[src/rtl/serial_add_pkg.sv]
// serial_add_pkg
// Shared definitions for the bit-serial adder requester slice.
//   WIDTH_DEFAULT  : default operand/result width in bits
//   req_state_t    : requester FSM states (IDLE, ISSUE, WAIT)
//   operand_pair_t : one {a, b} operand pair at the default width
package serial_add_pkg;

    localparam int WIDTH_DEFAULT = 4;

    typedef enum logic [1:0] {
        IDLE  = 2'd0,
        ISSUE = 2'd1,
        WAIT  = 2'd2
    } req_state_t;

    typedef struct packed {
        logic [WIDTH_DEFAULT-1:0] a;
        logic [WIDTH_DEFAULT-1:0] b;
    } operand_pair_t;

endpackage

[src/rtl/serial_add_requester_sync_fifo.sv]
// sync_fifo
// Single-clock FIFO storing any packed entry type (an operand pair by
// default). The head entry is presented combinationally on pop_data.
//   clk, rst_n : clock and asynchronous active-low reset
//   push       : write push_data this cycle (ignored when full)
//   push_data  : entry to store
//   pop        : remove the head entry this cycle (ignored when empty)
//   pop_data   : current head entry
//   full       : no free entries
//   empty      : no stored entries
//   count      : current occupancy, 0..DEPTH
module sync_fifo
    import serial_add_pkg::*;
#(
    parameter int  DEPTH   = 4,
    parameter type entry_t = operand_pair_t
) (
    input  logic                   clk,
    input  logic                   rst_n,
    input  logic                   push,
    input  entry_t                 push_data,
    input  logic                   pop,
    output entry_t                 pop_data,
    output logic                   full,
    output logic                   empty,
    output logic [$clog2(DEPTH):0] count
);

    localparam int PTR_W = $clog2(DEPTH);
    localparam logic [PTR_W:0] FULL_COUNT = (PTR_W + 1)'(DEPTH);

    entry_t           mem [DEPTH];
    logic [PTR_W-1:0] wr_ptr;
    logic [PTR_W-1:0] rd_ptr;
    logic             do_push;
    logic             do_pop;

    assign full     = (count == FULL_COUNT);
    assign empty    = (count == '0);
    assign do_push  = push && !full;
    assign do_pop   = pop && !empty;
    assign pop_data = mem[rd_ptr];

    // Storage array carries no reset; only the pointers and count define
    // which entries are valid.
    always_ff @(posedge clk) begin
        if (do_push) begin
            mem[wr_ptr] <= push_data;
        end
    end

    // DEPTH is a power of two, so the pointers wrap by natural overflow.
    // A simultaneous push and pop leaves the occupancy unchanged.
    always_ff @(posedge clk or negedge rst_n) begin
        if (!rst_n) begin
            wr_ptr <= '0;
            rd_ptr <= '0;
            count  <= '0;
        end else begin
            if (do_push) begin
                wr_ptr <= wr_ptr + 1'b1;
            end
            if (do_pop) begin
                rd_ptr <= rd_ptr + 1'b1;
            end
            case ({do_push, do_pop})
                2'b10:   count <= count + 1'b1;
                2'b01:   count <= count - 1'b1;
                default: count <= count;
            endcase
        end
    end

endmodule

[src/rtl/serial_add_requester.sv]
// serial_add_requester
// Initiator for the bit-serial adder: queues operand pairs, issues one at
// a time over valid/ready, captures each result, checks it against the
// expected wrapped sum and forwards it downstream.
//   clk, rst_n          : clock and asynchronous active-low reset
//   push_valid/a/b      : upstream operand pair offer
//   push_ready          : operand FIFO not full
//   add_valid/a/b       : request to the adder (held until add_ready)
//   add_ready           : adder accepts the request
//   add_y, add_y_valid  : adder result
//   res_valid/res_y     : one-cycle result strobe and captured result
//   res_err             : result differs from (a+b) mod 2^WIDTH
//   timeout_err         : sticky watchdog flag
//   busy                : FIFO non-empty or an operation in flight
//   fifo_count          : operand FIFO occupancy
module serial_add_requester
    import serial_add_pkg::*;
#(
    parameter int WIDTH   = WIDTH_DEFAULT,
    parameter int DEPTH   = 4,
    parameter int TIMEOUT = 32
) (
    input  logic                   clk,
    input  logic                   rst_n,
    input  logic                   push_valid,
    input  logic [WIDTH-1:0]       push_a,
    input  logic [WIDTH-1:0]       push_b,
    output logic                   push_ready,
    output logic                   add_valid,
    output logic [WIDTH-1:0]       add_a,
    output logic [WIDTH-1:0]       add_b,
    input  logic                   add_ready,
    input  logic [WIDTH-1:0]       add_y,
    input  logic                   add_y_valid,
    output logic                   res_valid,
    output logic [WIDTH-1:0]       res_y,
    output logic                   res_err,
    output logic                   timeout_err,
    output logic                   busy,
    output logic [$clog2(DEPTH):0] fifo_count
);

    localparam int WD_W = $clog2(TIMEOUT + 1);
    localparam logic [WD_W-1:0] WD_LAST = WD_W'(TIMEOUT - 1);

    typedef struct packed {
        logic [WIDTH-1:0] a;
        logic [WIDTH-1:0] b;
    } pair_t;

    req_state_t       state;
    req_state_t       next_state;
    pair_t            push_pair;
    pair_t            head_pair;
    logic             fifo_full;
    logic             fifo_empty;
    logic [WIDTH-1:0] exp_a;
    logic [WIDTH-1:0] exp_b;
    logic [WIDTH-1:0] exp_sum;
    logic [WD_W-1:0]  watchdog;
    logic             load_pair;
    logic             capture;
    logic             watchdog_expired;

    assign push_pair.a = push_a;
    assign push_pair.b = push_b;
    assign push_ready  = !fifo_full;
    assign exp_sum     = exp_a + exp_b;
    assign add_a       = exp_a;
    assign add_b       = exp_b;
    assign add_valid   = (state == ISSUE);
    assign busy        = (fifo_count != '0) || (state != IDLE);

    sync_fifo #(
        .DEPTH   (DEPTH),
        .entry_t (pair_t)
    ) u_fifo (
        .clk       (clk),
        .rst_n     (rst_n),
        .push      (push_valid),
        .push_data (push_pair),
        .pop       (load_pair),
        .pop_data  (head_pair),
        .full      (fifo_full),
        .empty     (fifo_empty),
        .count     (fifo_count)
    );

    // State register.
    always_ff @(posedge clk or negedge rst_n) begin
        if (!rst_n) begin
            state <= IDLE;
        end else begin
            state <= next_state;
        end
    end

    // Next-state and control decode. add_valid comes straight from the
    // state register, so add_ready never reaches it combinationally. A
    // result and the next pop may happen in the same cycle.
    always_comb begin
        next_state       = state;
        load_pair        = 1'b0;
        capture          = 1'b0;
        watchdog_expired = 1'b0;
        unique case (state)
            IDLE: begin
                if (!fifo_empty) begin
                    load_pair  = 1'b1;
                    next_state = ISSUE;
                end
            end
            ISSUE: begin
                if (add_ready) begin
                    next_state = WAIT;
                end
            end
            WAIT: begin
                if (add_y_valid) begin
                    capture = 1'b1;
                    if (!fifo_empty) begin
                        load_pair  = 1'b1;
                        next_state = ISSUE;
                    end else begin
                        next_state = IDLE;
                    end
                end else if (watchdog == WD_LAST) begin
                    watchdog_expired = 1'b1;
                    next_state       = IDLE;
                end
            end
            default: begin
                next_state = IDLE;
            end
        endcase
    end

    // Watchdog counts WAIT cycles; it is cleared while the request is
    // still being offered so each operation starts counting from zero.
    always_ff @(posedge clk or negedge rst_n) begin
        if (!rst_n) begin
            watchdog <= '0;
        end else if (state == ISSUE) begin
            watchdog <= '0;
        end else if (state == WAIT) begin
            watchdog <= watchdog + 1'b1;
        end
    end

    // In-flight operand registers, result capture and the sticky timeout
    // flag. The error compare uses the pair that was in flight, even when
    // the next pair is loaded on the same edge.
    always_ff @(posedge clk or negedge rst_n) begin
        if (!rst_n) begin
            exp_a       <= '0;
            exp_b       <= '0;
            res_valid   <= 1'b0;
            res_y       <= '0;
            res_err     <= 1'b0;
            timeout_err <= 1'b0;
        end else begin
            res_valid <= capture;
            if (load_pair) begin
                exp_a <= head_pair.a;
                exp_b <= head_pair.b;
            end
            if (capture) begin
                res_y   <= add_y;
                res_err <= (add_y != exp_sum);
            end
            if (watchdog_expired) begin
                timeout_err <= 1'b1;
            end
        end
    end

endmodule

[config.mk]
export PLATFORM = sky130hd
export DESIGN_NAME = serial_add_requester
export DESIGN_NICKNAME = d
export VERILOG_FILES = /design/src/rtl/serial_add_pkg.sv /design/src/rtl/serial_add_requester_sync_fifo.sv /design/src/rtl/serial_add_requester.sv
export SDC_FILE = /design/constraint.sdc
export NUM_CORES = 1
export LEC_CHECK = 0
export ABC_AREA = 1
export CORE_MARGIN = 2
export CORE_UTILIZATION = 45
export CTS_CLUSTER_DIAMETER = 150
export DETAILED_ROUTE_END_ITERATION = 6
export GPL_TIMING_DRIVEN = 0
export MAX_ROUTING_LAYER = met4
export PLACE_DENSITY = 0.67
export SYNTH_ARGS = -nofsm -noshare
export SYNTH_HDL_FRONTEND = slang
export SYNTH_SLANG_ARGS = --single-unit
export TNS_END_PERCENT = 10
[constraint.sdc]
create_clock -name clk -period 4.1 [get_ports clk]
set_clock_uncertainty 0.15 [all_clocks]
set_input_delay 1.025 -clock clk [delete_from_list [all_inputs] [get_ports clk]]
set_output_delay 1.025 -clock clk [all_outputs]
set_load 0.01 [all_outputs]
Fig. 1: power grid
Scale bar: 20 um. Pins as bars on the die edge. Tap cells in gray.
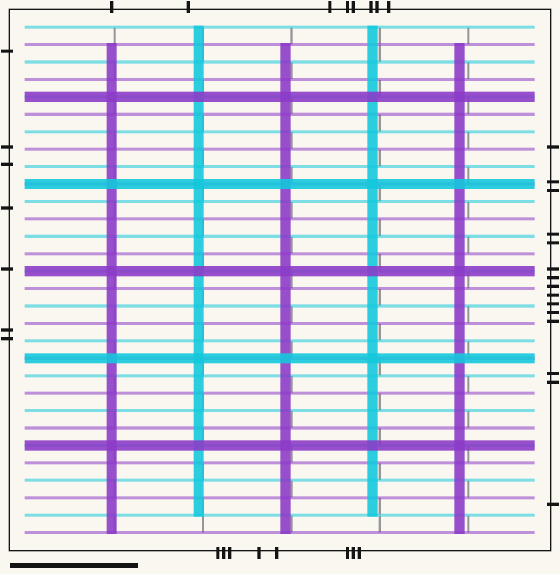
| color | net |
|---|---|
| purple | VSS |
| cyan | VDD |
met4 straps: 5
met5 straps: 5
met1 rails: 30
signal pins: 38

Fig. 2: cell placement
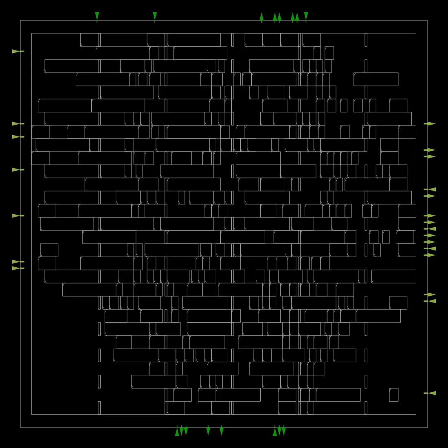
FF+latch count: 62
# Taps: 77
Seq/total area: 0.483
final core utilization: 0.564

Fig. 3: nets reached from selected ports
Scale bar: 20 um.
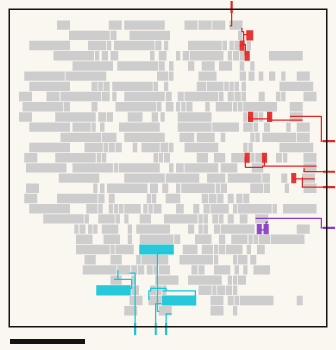
| color | port | direction | edge | end cells | buffers | wire |
|---|---|---|---|---|---|---|
| red | add_y | input | 3 right, 1 top | 8 | 4 | 92.4 um |
| cyan | fifo_count | output | bottom | 3 | 3 | 75.2 um |
| purple | add_y_valid | input | right | 2 | 1 | 25.3 um |

==> results.sh <==
# yosys + openroad results
export IMPL_drv_cap=0
export IMPL_drv_slew=0
export IMPL_regMostFlops="u_fifo.mem"
export IMPL_post_cts_buffers=0
export IMPL_reg_largest_list="u_fifo.mem (32), watchdog (6)"
export IMPL_wl_mm=5.19
export IMPL_fmax_ghz=0.338
export IMPL_crit_buf_inv=4
export IMPL_ys_sh_adder=0.0699
export IMPL_ys_cells=284
export IMPL_path_clk_slew_ns=0.08
export IMPL_critPathSlowestCell="clkdlybuf4s50_1"
export IMPL_die_h_um=84.3
export IMPL_power_top_consumer="combinational logic"
export IMPL_p_clk_uw=491
export IMPL_ys_top_cells_by_area="edfxtp_1 33%, dfrtp_1 26%, ha_1 5.6%"
export IMPL_area_delta_synth_final_pct=22.1
export IMPL_rsz0062_at_grt="false"
export IMPL_clock_root_buffer="clkbuf_8"
export IMPL_tool_warnings=32
export IMPL_crit_top_cell="inv_1"
export IMPL_synthTopCellsByCount="42 x nand2_1, 41 x nor2_1, 32 x edfxtp_1"
export IMPL_end_kind="output pin"
export IMPL_worst_slew_pin_transition_ns=0.796
export IMPL_worst_ep_required_time_ns=2.92
export IMPL_dr_pass1_iters=4
export IMPL_yosysTopAreaCell="edfxtp_1"
export IMPL_tritoncts="done"
export IMPL_rows=29
export IMPL_mux_share=0
export IMPL_ff_type="edfxtp_1"
export IMPL_start_kind="register"
export IMPL_track_usage=0.166
export IMPL_power_switching_mw=1.09
export IMPL_setup_viol=0
export IMPL_critical_path_max_stage_delay_ns=0.47
export IMPL_clk_latency_ns=0.34
export IMPL_pg_seq_uw=968
export IMPL_register_area_um2=1710
export IMPL_viasPerCell=4.90
export IMPL_hold_viol=0
export IMPL_core_um2=6280
export IMPL_ys_area_um2=2900
export IMPL_synthCells=284
export IMPL_yosysUniqueCellTypes=31
export IMPL_vias=2028
export IMPL_antenna_found_initial=0
export IMPL_p_leak_nw=1.52
export IMPL_grt_pass1_wl_mm=8.96
export IMPL_min_path_type="reg -> reg"
export IMPL_die_area_um2=7100
export IMPL_status="finished clean"
export IMPL_ys_ff=62
export IMPL_largest_class="sequential cells"
export IMPL_drive_gt1_frac=0.125
export IMPL_ys_top_logic_family="simple AND/OR/NAND/NOR gates"
export IMPL_ys_sh_simple=0.165
export IMPL_top_cell="nand2_1"
Fig. 4: register map, names as in the netlist
Scale bar: 20 um. Other sequential cells in the stronger gray, the rest of the logic in the fainter gray.
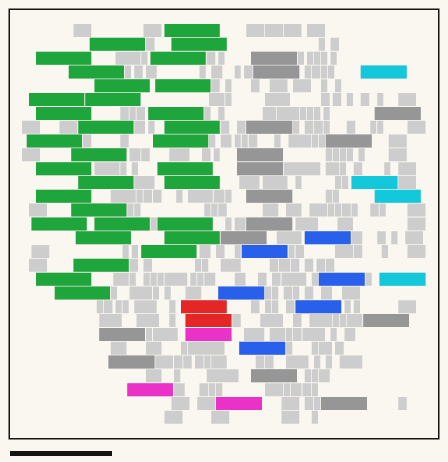
| color | netlist name | flops |
|---|---|---|
| cyan | res_y | 4 |
| red | u_fifo.rd_ptr | 2 |
| magenta | u_fifo.count | 3 |
| green | u_fifo.mem | 32 |
| blue | watchdog | 6 |
not colored: 15

Fig. 5: cell density map
Scale bar: 20 um. 8 x 8 tiles, from white (low) to dark blue (high), 0 to 100% covered.
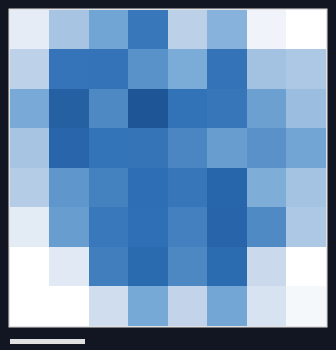
densest ninth of the die: middle
nearly empty tiles: 7.8%
emptiest ninth of the die: bottom left

per-stage QoR:
stage | setup slack (ns) | std cells | hold slack [ns]
floorplan | 1.46 | 284 | 0.318
global placement | 0.806 | 398 | 0.303
detailed placement | 0.783 | 398 | 0.313
CTS | 1.11 | 414 | 0.331
global route | 0.957 | 414 | 0.348
finish | 1.14 | 414 | 0.334
cell usage in the layout, fill, tap and decap left out, types with 6 or more instances in the layout:
master / n
dfrtp_1: 30
edfxtp_1: 32
clkdlybuf4s50_1: 36
a21oi_1: 10
o21ai_1: 6
inv_1: 29
ha_1: 13
clkbuf_8: 9
o21ai_0: 23
nand3_1: 14
nand2_1: 42
nor2_1: 41
cells by family (layout without fill, tap and decap cells):
| family | Yosys count | count (layout) |
|---|---|---|
| AOI/OAI and AO/OA | 50 | 50 |
| buffers and inverters | 43 | 96 |
| DFF | 62 | 62 |
| adders and majority gates | 15 | 15 |
| xor gates and xnor gates | 4 | 4 |
| and+or+nand+nor | 110 | 110 |
path summary, 6_finish.rpt:
kind | start | end | slack (ns) | depth (start not counted)
setup / recovery | state[0] | busy | 1.14 | 6
hold reg to reg | timeout_err | timeout_err | 0.33 | 1
setup reg to reg | state[0] | u_fifo.count[2] | 1.59 | 13
max in group asynchronous | rst_n | u_fifo.count[1] | 2.79 | 1
min in group asynchronous | rst_n | state[1] | 0.57 | 1
hold / removal | timeout_err | timeout_err | 0.33 | 1
routing by layer:
metal | part of all wire | vias up | track usage
met5 | 0 | - | -
met1 | 0.48 | 944 | 0.209
li1 | - | 1039 | -
met3 | 0.034 | 7 | 0.0324
met4 | 0.015 | 0 | 0.0792
met2 | 0.47 | 38 | 0.260
